===== src/rtl/and_gate_sweep_ctrl_pkg.sv =====
// Shared types and constants for the AND-gate self-test sequencer.
package and_gate_sweep_ctrl_pkg;

  typedef enum logic [1:0] {
    IDLE   = 2'd0,
    DRIVE  = 2'd1,
    SAMPLE = 2'd2,
    DONE   = 2'd3
  } state_t;

  localparam int unsigned NUM_VECTORS = 4;
  localparam logic [1:0]  LAST_VEC    = 2'(NUM_VECTORS - 1);

  function automatic logic expected_and(input logic [1:0] vec);
    return vec[1] & vec[0];
  endfunction

endpackage


===== src/rtl/and_gate_sweep_ctrl_hold.sv =====
// Hold counter: counts cycles a vector has been driven and flags the last one.
module sweep_hold_counter #(
  parameter int unsigned HOLD_CYCLES = 4,
  parameter int unsigned HCNT_W      = 3
) (
  input  logic clk_i,
  input  logic rst_i,
  input  logic clr_i,
  input  logic en_i,
  output logic tc_o
);

  logic [HCNT_W-1:0] cnt_q;
  logic [HCNT_W-1:0] cnt_d;

  always_comb begin
    cnt_d = cnt_q;
    if (clr_i) begin
      cnt_d = '0;
    end else if (en_i) begin
      cnt_d = cnt_q + HCNT_W'(1);
    end
  end

  always_ff @(posedge clk_i) begin
    if (rst_i) begin
      cnt_q <= '0;
    end else begin
      cnt_q <= cnt_d;
    end
  end

  assign tc_o = (cnt_q == HCNT_W'(HOLD_CYCLES - 1));

endmodule


===== src/rtl/and_gate_sweep_ctrl.sv =====
// Self-test sequencer: sweeps the AND gate inputs through 00,01,10,11 and checks the result.
module and_gate_sweep_ctrl
  import and_gate_sweep_ctrl_pkg::*;
#(
  parameter int unsigned HOLD_CYCLES = 4,
  parameter int unsigned HCNT_W      = 3
) (
  input  logic       clk,
  input  logic       rst,
  input  logic       start,
  input  logic       abort,
  output logic       and_in_1,
  output logic       and_in_2,
  input  logic       and_result,
  output logic       busy,
  output logic       done,
  output logic       pass,
  output logic [3:0] fail_mask,
  output logic [1:0] vec_idx
);

  state_t     state_q;
  logic       and_in_1_q, and_in_2_q;
  logic       busy_q, done_q, pass_q;
  logic [3:0] fail_mask_q, fail_mask_d;
  logic [1:0] vec_idx_q, vec_next;
  logic       hold_tc;
  logic       in_sweep;

  assign in_sweep = (state_q == DRIVE) || (state_q == SAMPLE);
  assign vec_next = vec_idx_q + 2'd1;

  sweep_hold_counter #(
    .HOLD_CYCLES (HOLD_CYCLES),
    .HCNT_W      (HCNT_W)
  ) u_hold (
    .clk_i (clk),
    .rst_i (rst),
    .clr_i ((state_q != DRIVE) || abort || hold_tc),
    .en_i  (state_q == DRIVE),
    .tc_o  (hold_tc)
  );

  always_comb begin
    fail_mask_d = fail_mask_q;
    if (and_result != expected_and(vec_idx_q)) begin
      fail_mask_d[vec_idx_q] = 1'b1;
    end
  end

  always_ff @(posedge clk) begin
    if (rst) begin
      state_q     <= IDLE;
      and_in_1_q  <= 1'b0;
      and_in_2_q  <= 1'b0;
      busy_q      <= 1'b0;
      done_q      <= 1'b0;
      pass_q      <= 1'b0;
      fail_mask_q <= '0;
      vec_idx_q   <= '0;
    end else begin
      done_q <= 1'b0;
      // Abort drops straight to IDLE; fail bits gathered so far are kept.
      if (abort && in_sweep) begin
        state_q    <= IDLE;
        and_in_1_q <= 1'b0;
        and_in_2_q <= 1'b0;
        busy_q     <= 1'b0;
        pass_q     <= 1'b0;
        vec_idx_q  <= '0;
      end else begin
        case (state_q)
          IDLE: begin
            if (start && !abort) begin
              state_q     <= DRIVE;
              busy_q      <= 1'b1;
              pass_q      <= 1'b0;
              fail_mask_q <= '0;
              vec_idx_q   <= '0;
              and_in_1_q  <= 1'b0;
              and_in_2_q  <= 1'b0;
            end
          end
          DRIVE: begin
            if (hold_tc) begin
              state_q <= SAMPLE;
            end
          end
          SAMPLE: begin
            fail_mask_q <= fail_mask_d;
            if (vec_idx_q == LAST_VEC) begin
              state_q    <= DONE;
              busy_q     <= 1'b0;
              done_q     <= 1'b1;
              pass_q     <= (fail_mask_d == '0);
              vec_idx_q  <= '0;
              and_in_1_q <= 1'b0;
              and_in_2_q <= 1'b0;
            end else begin
              state_q    <= DRIVE;
              vec_idx_q  <= vec_next;
              and_in_1_q <= vec_next[1];
              and_in_2_q <= vec_next[0];
            end
          end
          DONE: begin
            state_q <= IDLE;
          end
          default: begin
            state_q <= IDLE;
          end
        endcase
      end
    end
  end

  assign and_in_1  = and_in_1_q;
  assign and_in_2  = and_in_2_q;
  assign busy      = busy_q;
  assign done      = done_q;
  assign pass      = pass_q;
  assign fail_mask = fail_mask_q;
  assign vec_idx   = vec_idx_q;

endmodule

===== config.mk =====
export PLATFORM = sky130hd
export DESIGN_NAME = and_gate_sweep_ctrl
export DESIGN_NICKNAME = d
export VERILOG_FILES = /design/src/rtl/and_gate_sweep_ctrl_pkg.sv /design/src/rtl/and_gate_sweep_ctrl_hold.sv /design/src/rtl/and_gate_sweep_ctrl.sv
export SDC_FILE = /design/constraint.sdc
export NUM_CORES = 1
export LEC_CHECK = 0
export CAP_MARGIN = 20
export CORE_MARGIN = 4
export CORE_UTILIZATION = 48
export CTS_CLUSTER_DIAMETER = 100
export DETAILED_ROUTE_END_ITERATION = 12
export GPL_TIMING_DRIVEN = 0
export PLACE_DENSITY = 0.76
export SYNTH_ARGS = -nofsm -noshare
export SYNTH_HDL_FRONTEND = slang
export SYNTH_HIERARCHICAL = 1
export SYNTH_SLANG_ARGS = --single-unit

===== constraint.sdc =====
create_clock -name clk -period 1.97 [get_ports clk]
set_input_delay 0.197 -clock clk [delete_from_list [all_inputs] [get_ports clk]]
set_output_delay 0.197 -clock clk [all_outputs]
set_load 0.02 [all_outputs]

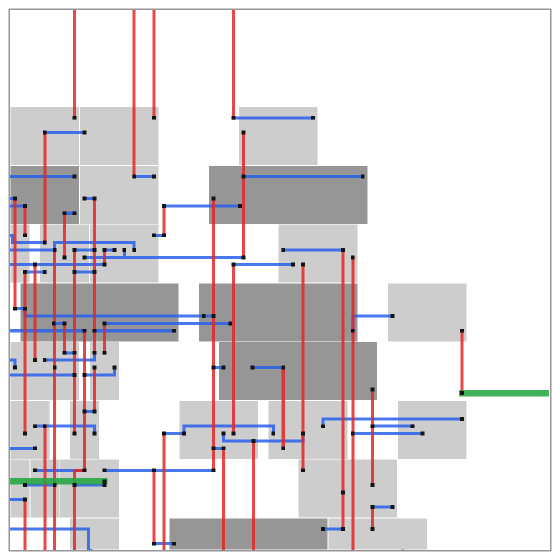
detail.png
Window x 23 to 48, y 23 to 48 um. Cells in grey, sequential cells in the stronger grey; small squares are vias.
Red is metal 2. Blue is metal 1. Green is metal 3.
25 logic cells have their middle in the window. Netlist names of flops here include fail_mask (2), u_hold/cnt_q (2). Sequential cells in the window: 5. Most frequent: dfxtp_1 (5), clkdlybuf4s50_1 (5).

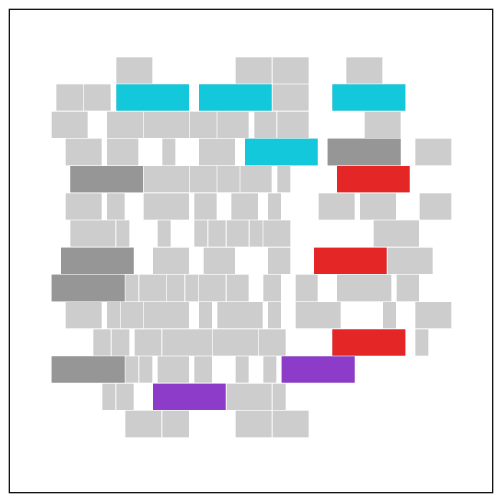
flops_by_reg.png
(10 px per um) Other sequential cells in the stronger grey, the rest of the logic in the fainter grey.
Cyan is fail_mask, placed flops 4, where top middle. Red is u_hold/cnt_q, placed flops 3. Purple is state_q, placed flops 2.
Another 5 sequential cells are not coloured.

## cells by family (layout without fill, tap and decap cells)
logic type                 after synthesis  count (layout)  synth area share
DFF                                     14              14             0.361
and+or+nand+nor                         26              26             0.184
adders and majority gates               11              11             0.177
xor gates and xnor gates                 2               2            0.0226
muxes                                    2               2            0.0258
buffers and inverters                    9              28            0.0532
AOI/OAI and AO/OA                       19              19             0.176
## state kept, by name (all words and copies together), names as in the netlist
register,flops
vec_idx,2
u_hold/cnt_q,3
state_q,2
fail_mask,4
busy,1
pass,1
done,1
## layer usage
layer / global-route usage / vias up / part of all wire
li1: - / 329 / -
met1: 0.200 / 302 / 0.46
met2: 0.237 / 18 / 0.48
met3: 0.0443 / 3 / 0.042
met4: 0.0968 / 0 / 0.016
met5: 0 / - / 0
==> summary.txt <==
Implementation numbers.

- The total global routing overflow reads 0.
- The total number of cells along the worst setup path is 2.
- The worst-case setup slack after placement reads roughly 0.26 ns.
- The post-synthesis average cell area reads approximately 9.3 sq um.
- Across all setup checks in the final design, the least slack found is ~0.26 ns.
- roughly 60 cells are multi-input combinational gates.
- The final cell area excluding filler cells is a little under 1000 sq um.
- The critical path data arrival time reads roughly 1.5 ns.
- The root cell of the clock tree reads sky130_fd_sc_hd__clkbuf_4.
- The worst hold path depth reads 2.
- The fraction of synthesis flops using an asynchronous set or reset pin reads 0.
- The number of design rule violations left after detail routing is 0.
- In this run the cell area of the synthesized design comes to roughly 780 sq um.
- The non-clock inverter instance count of the final layout reads 6.
- The synthesized design contains 14 register bits.
- Counting flops with a built-in enable in the synthesized netlist gives 0.
- The wire length after detailed routing reads roughly 1500 um.
- The number of clock sinks seen by CTS reads 14.
- The end of the worst hold path is busy$_SDFFE_PP0P_.
- The register clock-pin slew on the reported worst setup and hold paths reads 0.08 ns.
- The number of cells in the finished layout apart from fillers reads about 120.
- Per the OpenROAD power report, leakage power amounts to 0.370 nW.
- The final critical path time including I/O delays and setup is around 1.7 ns.
- The largest individual stage delay along the critical path comes from the cell sky130_fd_sc_hd__clkdlybuf4s50_1.
- The routed wire length per instance is approximately 13 um.
- The number of buffers outside the clock class in the layout is 18.
- The sum of negative setup slack is 0 ns.
- The area share of the largest cell type after synthesis is 0.361.
- In the finished design the tool counted flip-flops and latches totalling 14.
- The flip-flop and latch area reads 280 sq um.
- The final layout net count is roughly 120.
- The commonest cells after synthesis are sky130_fd_sc_hd__dfxtp_1, sky130_fd_sc_hd__ha_1, sky130_fd_sc_hd__nand2_1.
- The cell-internal power is 0.570 mW.
- The power dissipated in the clock network reads about 0.21 mW.
- The script computed the net switching share of total power as 0.369.
- The launch point of the critical path was reported as vec_idx[0]$_SDFFE_PP0P_.
- The sequential portion of the cell area is 0.285.
- The placement report lists the number of port buffers as 15.
- The number of post-CTS setup repair buffers reads 0.
- The CTS buffer count is 3.
- The final antenna diode tally reported by the flow is 0.
- The largest vdd supply drop is approximately 0.64 mV.
- The headroom to the max-slew limit reads 0.734.
- In this run the maximum-capacitance check reported violations numbering 0.
- The initial antenna violation count is 0.
- The cell area power density is slightly above 900 nW/um^2.
- The largest total area in the synthesized netlist belongs to sky130_fd_sc_hd__dfxtp_1.
- The tally of filler cells in the layout is ~140.
- The routed via count reads between 600 and 700.
- The post-synth area from yosys stat reads 776 sq um.
- The layout report lists the non-clock buffer share of cell area as 0.172.
- The final period utilization reads 0.870.
- The flow ran to the end, and the final reports show no timing, DRC or antenna violations.
- The worst setup path is of the flip-flop to primary output kind.
- The clock group share of total power is 0.232.
- In this run the critical path is formed by buf_4 -> clkdlybuf4s50_1.
- Among logic cells in the layout, the one with the most instances is sky130_fd_sc_hd__clkdlybuf4s50_1.
- In the final design, more cell area goes to multi-input combinational cells than to any other class.
- The worst-case reg-to-reg setup slack stands at between 0.2 and 0.3 ns.
- The total combinational power is 0.351 mW.
- Setup repair after global routing left no endpoint under its margin.
- When the netlist entered floorplanning its net count stood at between 90 and 100.
- The data required time at the worst endpoint is approximately 1.8 ns.
- The row count is 14.
- Per STA, the worst path accumulates the most delay in the family buffers and inverters.
- In this run, post-CTS repair resized a total of 0 instances.
- The post-route clock skew is about 0.0012 ns.
- The fraction of cell area in multi-input combinational cells is reported as 0.462.
- Power attributed to sequential cells is 0.342 mW.
- Per the post-route antenna check, the number of violating nets is 0.
- The fraction of layout cells with a size suffix above 1 reads 0.108.
- The count of pins on the block boundary is 16.
- The number of warnings reported in the yosys synthesis log is 6.
- The floorplan core area is 1520 sq um.
- The total routing usage reported by global routing reads 0.159.
- The tapcell count is 16.
- The source of the worst register-to-register timing path reads vec_idx[0]$_SDFFE_PP0P_.
- Of all power groups, the one with the highest power is combinational cells.
- The actual slew at the worst max-slew pin is roughly 0.4 ns.
- The path depth of the worst reg2reg path reads 6.
- The fmax reads between 500 and 600 MHz.
- The number of buffers inserted for hold repair after clock tree synthesis reads 0.
- The starting utilization of the core area is 0.509.
- After synthesis, the netlist uses 27 different library cells.
- The pre-antenna-repair detailed-routing pass consisted of 4 iterations.
- The die area reads between 2000 and 2500 sq um.
- The count of mapped cells out of synthesis is between 80 and 90.
- Sorting the synthesized cells by area gives the leading types as sky130_fd_sc_hd__dfxtp_1, sky130_fd_sc_hd__ha_1, sky130_fd_sc_hd__a21oi_1, sky130_fd_sc_hd__nor3_2, sky130_fd_sc_hd__nand2_1.
- The timing endpoint of the critical path reads vec_idx[0].
- The max-slew violation total from the final report is 0.
- The part of the power in combinational logic reads 0.389.
- The floorplan die height reads around 48 um.
- The die outline width is approximately 48 um.
- The worst hold path startpoint reads busy$_SDFFE_PP0P_.
- The overall power of the completed layout is between 0.9 and 1 mW.
- The main flop type after synthesis reads sky130_fd_sc_hd__dfxtp_1.
- According to the dpl log, the detail-placed design has an HPWL of 1170 um.
- The routed via count divided by cell count is 5.53.
- Leaving out fill and tap cells, the most frequent cells in the layout are sky130_fd_sc_hd__clkdlybuf4s50_1, sky130_fd_sc_hd__dfxtp_1, sky130_fd_sc_hd__ha_1.
- The multi-input gate area in the final layout is 454 sq um.
- The clock tree from TritonCTS is yes.
- The portion of the post-synthesis area used by sequential elements is 0.361.
- The layout report lists the clock-cell share of area as 0.0369.
- sky130_fd_sc_hd__dfxtp_1 is the most common cell in the netlist.
- The total count of hold-check failures in the final report reads 0.
- In this run the tools logged warnings totalling 33.
- Entering global routing, the biggest net connects 9 pins.
- Relative to the synthesized area, the layout overhead comes to 26.6%.
- The critical path capture point type reads a primary output.
- The endpoint of the most critical register-to-register path reads pass$_SDFFE_PP0P_.
- The placed instance count is between 100 and 150.
- After layout, the clock buffer instance count stands at 4.
- The sequential cell fraction of total power reads 0.379.
- The global-route wire length before repair is ~2500 um.
- The class of the tightest hold or removal check reads flip-flop to flip-flop.
- The yosys cell count is 83.
- The via count of the first global-routing pass is roughly 600.
- The worst-skew pair later-pin latency reads around 0.28 ns.
- Looking at the critical path, the highest net fanout was 8.
- The congestion estimate from routability-driven global placement came to between 0.6 and 0.7.
- The placed standard-cell area reads 946 sq um.
- The stage delay of the slowest cell on the critical path is approximately 0.59 ns.
- The total setup violations reported at the end of the flow reads 0.
- The analysis attributes to net switching a power of roughly 0.33 mW.
- The final core utilization is 0.644.
- The number of H-tree levels reads 1.
- The critical path startpoint category reads a flip-flop.
- The maximum buffer depth of the clock tree reads 2.
- The most critical hold endpoint after final layout shows a slack of 0.486 ns.
- In this run, the number of DRC markers left after iteration 0 of detailed routing was 13.
- Together, buffers and inverters on the worst path number 2.
Power and IR drop assume default switching activity.
